[src/rtl/mac2phy_os_detector_pkg.sv]
// rtl/mac2phy_os_detector_pkg.sv - symbol codes and enums for the ordered-set detector
// Purpose: shared K/D symbol values, decoder state encoding and ordered-set kinds.
// Ports: none (package).
package mac2phy_os_detector_pkg;

    localparam logic [7:0] SYM_COM   = 8'hBC;   // K
    localparam logic [7:0] SYM_SKP   = 8'h1C;   // K
    localparam logic [7:0] SYM_TS1ID = 8'h4A;   // D
    localparam logic [7:0] SYM_TS2ID = 8'h45;   // D

    typedef enum logic [2:0] {
        IDLE,
        HDR0,
        SKP_BODY,
        TS_HDR,
        TS_ID
    } os_det_state_t;

    typedef enum logic [1:0] {
        OS_NONE,
        OS_SKP,
        OS_TS1,
        OS_TS2
    } os_kind_t;

endpackage

[src/rtl/mac2phy_os_detector_consec.sv]
// rtl/mac2phy_os_detector_consec.sv - consecutive identical training-set counter
// Purpose: remembers the kind and bytes 1-5 of the last good TS and counts
//          back-to-back repeats, saturating at 2**CNT_W-1.
// Ports: clk, rst (async, active-high); det strobe with kind/hdr of a completed
//        TS; clr zeroes the count; count is the saturating repeat count.
module mac2phy_os_detector_consec
    import mac2phy_os_detector_pkg::*;
#(
    parameter int CNT_W = 4
) (
    input  logic             clk,
    input  logic             rst,
    input  logic             det,
    input  os_kind_t         kind,
    input  logic [39:0]      hdr,
    input  logic             clr,
    output logic [CNT_W-1:0] count
);

    localparam logic [CNT_W-1:0] CNT_MAX = '1;

    os_kind_t    prev_kind;
    logic [39:0] prev_hdr;

    always_ff @(posedge clk or posedge rst) begin
        if (rst) begin
            prev_kind <= OS_NONE;
            prev_hdr  <= '0;
            count     <= '0;
        end else if (clr) begin
            // Forget the previous TS so the next good one restarts at 1.
            prev_kind <= OS_NONE;
            count     <= '0;
        end else if (det) begin
            prev_kind <= kind;
            prev_hdr  <= hdr;
            if (kind == prev_kind && hdr == prev_hdr) begin
                if (count != CNT_MAX) begin
                    count <= count + 1'b1;
                end
            end else begin
                count <= CNT_W'(1);
            end
        end
    end

endmodule

[src/rtl/mac2phy_os_detector.sv]
// rtl/mac2phy_os_detector.sv - MAC->PHY ordered-set decoder (SKP, TS1, TS2)
// Purpose: aligns on COM, classifies SKP/TS1/TS2, captures TS bytes 1-5 and
//          reports a consecutive-identical-TS count.
// Ports: clk, rst (async, active-high), en_n (active-low enable);
//        txdata/txdatak/txvalid symbol input;
//        skp_det/ts1_det/ts2_det/os_err one-cycle pulses; ts_bytes1thru5
//        last good header ([7:0]=byte1); ts_consec_cnt; in_os (FSM not IDLE).
module mac2phy_os_detector #(
    parameter int CNT_W   = 4,
    parameter int SKP_LEN = 4
) (
    input  logic             clk,
    input  logic             rst,
    input  logic             en_n,
    input  logic [7:0]       txdata,
    input  logic             txdatak,
    input  logic             txvalid,
    output logic             skp_det,
    output logic             ts1_det,
    output logic             ts2_det,
    output logic [39:0]      ts_bytes1thru5,
    output logic [CNT_W-1:0] ts_consec_cnt,
    output logic             os_err,
    output logic             in_os
);

    import mac2phy_os_detector_pkg::*;

    localparam logic [3:0] SKP_LAST = 4'(SKP_LEN - 1);

    os_det_state_t state, state_nxt;
    logic [3:0]    idx;      // symbol index within the current set, COM = 0
    logic [39:0]   hdr;
    logic [7:0]    exp_id;
    os_kind_t      ts_kind;

    logic take, is_com, is_skp, id_match;
    logic skp_done, ts_done, err_hit;

    assign take    = txvalid & ~en_n;
    assign is_com  = txdatak && (txdata == SYM_COM);
    assign is_skp  = txdatak && (txdata == SYM_SKP);
    // Byte 6 selects the ID; bytes 7-15 must repeat it.
    assign id_match = !txdatak && ((idx == 4'd6) ? (txdata == SYM_TS1ID || txdata == SYM_TS2ID)
                                                 : (txdata == exp_id));
    assign ts_kind = (exp_id == SYM_TS1ID) ? OS_TS1 : OS_TS2;

    // State register
    always_ff @(posedge clk or posedge rst) begin
        if (rst) begin
            state <= IDLE;
        end else begin
            state <= state_nxt;
        end
    end

    // Next-state logic; a bad COM realigns to HDR0 instead of dropping to IDLE.
    always_comb begin
        state_nxt = state;
        if (en_n) begin
            state_nxt = IDLE;
        end else if (txvalid) begin
            case (state)
                IDLE:     if (is_com) state_nxt = HDR0;
                HDR0:     if (is_skp)      state_nxt = SKP_BODY;
                          else if (is_com) state_nxt = HDR0;
                          else             state_nxt = TS_HDR;
                SKP_BODY: if (is_skp)      state_nxt = (idx == SKP_LAST) ? IDLE : SKP_BODY;
                          else if (is_com) state_nxt = HDR0;
                          else             state_nxt = IDLE;
                TS_HDR:   if (idx == 4'd5) state_nxt = TS_ID;
                TS_ID:    if (id_match)    state_nxt = (idx == 4'd15) ? IDLE : TS_ID;
                          else if (is_com) state_nxt = HDR0;
                          else             state_nxt = IDLE;
                default:  state_nxt = IDLE;
            endcase
        end
    end

    // Output decode: which set (if any) ends on this symbol.
    always_comb begin
        skp_done = 1'b0;
        ts_done  = 1'b0;
        err_hit  = 1'b0;
        if (take) begin
            case (state)
                HDR0:     err_hit = is_com;
                SKP_BODY: if (is_skp) skp_done = (idx == SKP_LAST);
                          else        err_hit  = 1'b1;
                TS_ID:    if (id_match) ts_done = (idx == 4'd15);
                          else          err_hit = 1'b1;
                default:  ;
            endcase
        end
    end

    assign in_os = (state != IDLE);

    // Datapath: symbol index, header capture, ID latch, registered pulses.
    always_ff @(posedge clk or posedge rst) begin
        if (rst) begin
            idx            <= '0;
            hdr            <= '0;
            exp_id         <= '0;
            skp_det        <= 1'b0;
            ts1_det        <= 1'b0;
            ts2_det        <= 1'b0;
            os_err         <= 1'b0;
            ts_bytes1thru5 <= '0;
        end else begin
            skp_det <= skp_done;
            ts1_det <= ts_done && (ts_kind == OS_TS1);
            ts2_det <= ts_done && (ts_kind == OS_TS2);
            os_err  <= err_hit;
            if (ts_done) begin
                ts_bytes1thru5 <= hdr;
            end
            if (en_n) begin
                idx <= '0;
            end else if (txvalid) begin
                if (state_nxt == IDLE)      idx <= '0;
                else if (state_nxt == HDR0) idx <= 4'd1;
                else                        idx <= idx + 1'b1;

                if (state == HDR0 && !is_skp && !is_com) begin
                    hdr[7:0] <= txdata;
                end
                if (state == TS_HDR) begin
                    case (idx)
                        4'd2:    hdr[15:8]  <= txdata;
                        4'd3:    hdr[23:16] <= txdata;
                        4'd4:    hdr[31:24] <= txdata;
                        4'd5:    hdr[39:32] <= txdata;
                        default: ;
                    endcase
                end
                if (state == TS_ID && idx == 4'd6) begin
                    exp_id <= txdata;
                end
            end
        end
    end

    mac2phy_os_detector_consec #(
        .CNT_W (CNT_W)
    ) u_consec (
        .clk   (clk),
        .rst   (rst),
        .det   (ts_done),
        .kind  (ts_kind),
        .hdr   (hdr),
        .clr   (err_hit | (en_n & in_os)),
        .count (ts_consec_cnt)
    );

endmodule
[config.mk]
export PLATFORM = sky130hd
export DESIGN_NAME = mac2phy_os_detector
export DESIGN_NICKNAME = d
export VERILOG_FILES = /design/src/rtl/mac2phy_os_detector_pkg.sv /design/src/rtl/mac2phy_os_detector_consec.sv /design/src/rtl/mac2phy_os_detector.sv
export SDC_FILE = /design/constraint.sdc
export NUM_CORES = 1
export LEC_CHECK = 0
export ABC_AREA = 1
export CAP_MARGIN = 0
export CORE_MARGIN = 5
export CORE_UTILIZATION = 40
export CTS_CLUSTER_SIZE = 28
export DETAILED_ROUTE_END_ITERATION = 6
export HOLD_SLACK_MARGIN = 0.05
export PLACE_DENSITY = 0.69
export SLEW_MARGIN = 20
export SYNTH_ARGS = -nofsm -noshare
export SYNTH_HDL_FRONTEND = slang
export SYNTH_HIERARCHICAL = 1
export SYNTH_SLANG_ARGS = --single-unit
[constraint.sdc]
create_clock -name clk -period 2.8 [get_ports clk]
set_input_delay 0.42 -clock clk [delete_from_list [all_inputs] [get_ports clk]]
set_output_delay 0.42 -clock clk [all_outputs]
set_load 0.03 [all_outputs]
### M1 wires

Scale: 3 px per micron. Supply wires on this layer in grey.
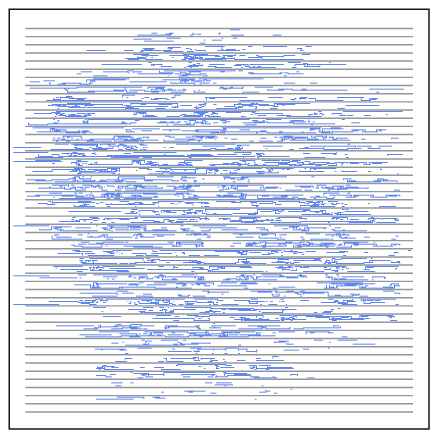
longest straight run = 66.7 microns
wire length on this layer = 7440 microns
nets with wire on the layer = 793
main direction = horizontal
share of all routed wire = 47%
GR Layer Usage met1: 23.0%
detailed-route via count: 5244
Routed Wire Length: 15700 microns

==> run notes <==
Results of an implementation run.

The run finished with clean final reports. The endpoint of the worst-slack reg-to-reg timing path is u_consec/count[3]. Counting plain and timing-repair buffers in the layout gives 85.

The cell area after placement is 7690 sq um. In the final layout, the registers with the most flip-flops are hdr (40), ts_bytes1thru5 (40), u_consec/prev_hdr (40). The starting density of the core is 40.5%.

The worst setup margin is 0.336 ns. Yosys reports that the most numerous cell types are 324 x sky130_fd_sc_hd__nand2_1, 145 x sky130_fd_sc_hd__dfrtp_1, 66 x sky130_fd_sc_hd__inv_1. Yosys reported that registers with async set or reset make up 100%.

The clock latency on the worst-skew pair is 0.42 ns. For this run, the top clock speed supported by timing is 406 MHz. The reported net switching power is 994 uW. The final layout net count is 888. Setup repair after global routing left no endpoint under its margin. The logic area is 2690 sq um. Measured against its own limit, the worst slew margin works out to 54.8%. The endpoint required time on the critical path is 3.15 ns.

The number of warning messages in the yosys log is 6. Buffers outside the clock tree occupy 9.97% of the routed design's cell area. TritonCTS built the clock tree.

The final power report lists total power as 4.60 mW. The clock buffer instance count of the final layout is 20. The register share after synthesis is 54.2%. The utilization after layout is 50.3%. The clock transition time at the flip-flop clock pins of the worst setup and hold paths is 0.06 ns. The number of cells produced by synthesis is 787.

STA lists the startpoint of the worst register-to-register path as idx[0]. The via-per-instance ratio is 4.75. The number of cells in the design after placement is 1071.

The placeable core region is 16500 sq um. The setup slack of the worst register-to-register path is 0.34 ns. The number of antenna violations at the first check in global routing was 0. The power consumed by combinational cells is 161 uW. In this run the critical path is formed by inv_1, ha_1, inv_1, nor2_1, inv_1, nand2_1, nand2_1, a21oi_1, o22ai_1, buf_4, or2_1, nand2_2, nand2_1, nand2_1. Per the detail_route log, met3 wirelength is 593 microns.

From left edge to right edge, the die measures 139 microns. The slew at the pin closest to its max-slew limit is 0.676 ns. The cell count listed in synth_stat.txt is 787. Counting pins that exceed their max-slew limit in the final report gives 0.

The highest ir drop seen on vdd is 0.421 mV. The fraction of synthesized area in multiplexers is 3.53%. The sequential cells in the finished layout cover a total of 3630 sq um. The post-synthesis register bit count is 145. Overall routing resource usage recorded by global route was 17.3%. The cell area after layout is 8310 sq um.

The number of hold-repair buffers added at the cts stage is 0. Summed over the clock group, the power is 2.33 mW. The startpoint of the worst hold path is ts_bytes1thru5[21]. Of the total power, the share spent switching nets is 21.6%. The most critical setup path has its endpoint at u_consec/count[3]. The initialized floorplan defines 47 standard-cell rows. The number of different library cells used by synthesis comes to 32.

The timing report notes that buffer and inverter cells on the critical path total 4. The post-DP HPWL is 11000 microns. The area growth from synthesis to final layout is 24.0%. The maximum clock skew at final layout is 0.00672 ns.

Per the log, the first TritonRoute iteration ended with a DRC count of 283. Global routing consumed, on the met3 layer, 3.12% of the routing resources. The most repeated cell in the gate-level netlist after synthesis is sky130_fd_sc_hd__nand2_1. The uppermost metal layer occupied by signal nets is met4. The number of filler instances in the final layout is 1560. The nature of the critical path startpoint is a flip-flop. The family with the most delay on the worst path is simple AND/OR/NAND/NOR gates. The slowest cell on the critical path is sky130_fd_sc_hd__dfrtp_1. The placement report lists the number of port buffers as 61. The hold-critical path depth is 2. The arithmetic-cell share of the synthesized area counting full adders, half adders and majority gates is 0.934%. At the placement stage, the worst setup path has a slack of 0.0642 ns. The run reported a max-capacitance violation count of 0. The timing report gives the biggest stage delay along the critical path as 0.43 ns. The setup path with the least slack is of type reg -> reg. Counting flops with a built-in enable in the synthesized netlist gives 0. The most used routing layer is met2. The area enclosed by the die boundary is 19400 sq um.

Tap insertion was completed with 220 tapcells. The number of hold violations in the final report is 0. The final hold slack is 0.474 ns. The worst min-delay path category is reg -> reg.

The final report lists the setup-violating endpoint count as 0. The remaining routing DRC violations is 0. According to the report, the first pass of detailed routing completed in 5 iterations.

The total power per unit cell area is 554 nW/um^2. Leaving out the clock tree, the finished layout contains an inverter count of 71. The clock network accounts for 50.6% of the total power. The number of logic gates is 550. The number of top-level pins is 62.

The via count of the first global-routing pass is 5358. The post-route netlist has 8.95% of its cells at a drive strength greater than 1. The largest total area in the synthesized netlist belongs to sky130_fd_sc_hd__dfrtp_1. Per the synthesis report, the simple-gate share of the synthesized area is 25.1%. After synthesis, the chip area reported by Yosys is 6700 sq um. The internal cell power is 3.61 mW. By instance count after routing, the leading logic cell type is sky130_fd_sc_hd__nand2_1. The relative contribution of combinational cells to total power is 3.5%. Of the total power, registers draw 45.9%. The standby leakage power is 4.16 nW. The overall die height is 139 microns. After the flow finishes, the layout carries non-filler instances totaling 1103. Clock cells make up 7.38% of the layout cell area. The wire length of the first global-routing pass is 26900 microns.

After routing, the total negative slack on setup checks comes to 0 ns. The number of CTS-inserted buffers is 17. In the detailed route, the total length drawn on met2 is 7350 microns.

The clock root buffer master is sky130_fd_sc_hd__clkbuf_16. Global routing finished with a remaining overflow of 0. The number of H-tree branching levels is 4. Across the whole layout, multi-input logic makes up 32.4% of the cell area. Counting stages on the worst path, the most repeated cell is sky130_fd_sc_hd__nand2_1.
### The metal 2 layer

Scale: 2 px per micron.
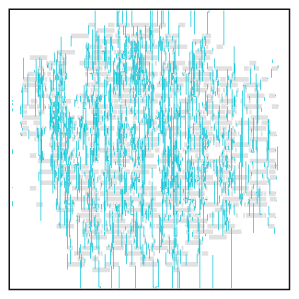
main direction = vertical
longest straight run = 71.4 microns
nets with wire on the layer = 681
wire length on this layer = 7350 microns
share of all routed wire = 47%
met2 Resource Use GR: 28.0%

Power and IR drop assume default switching activity.
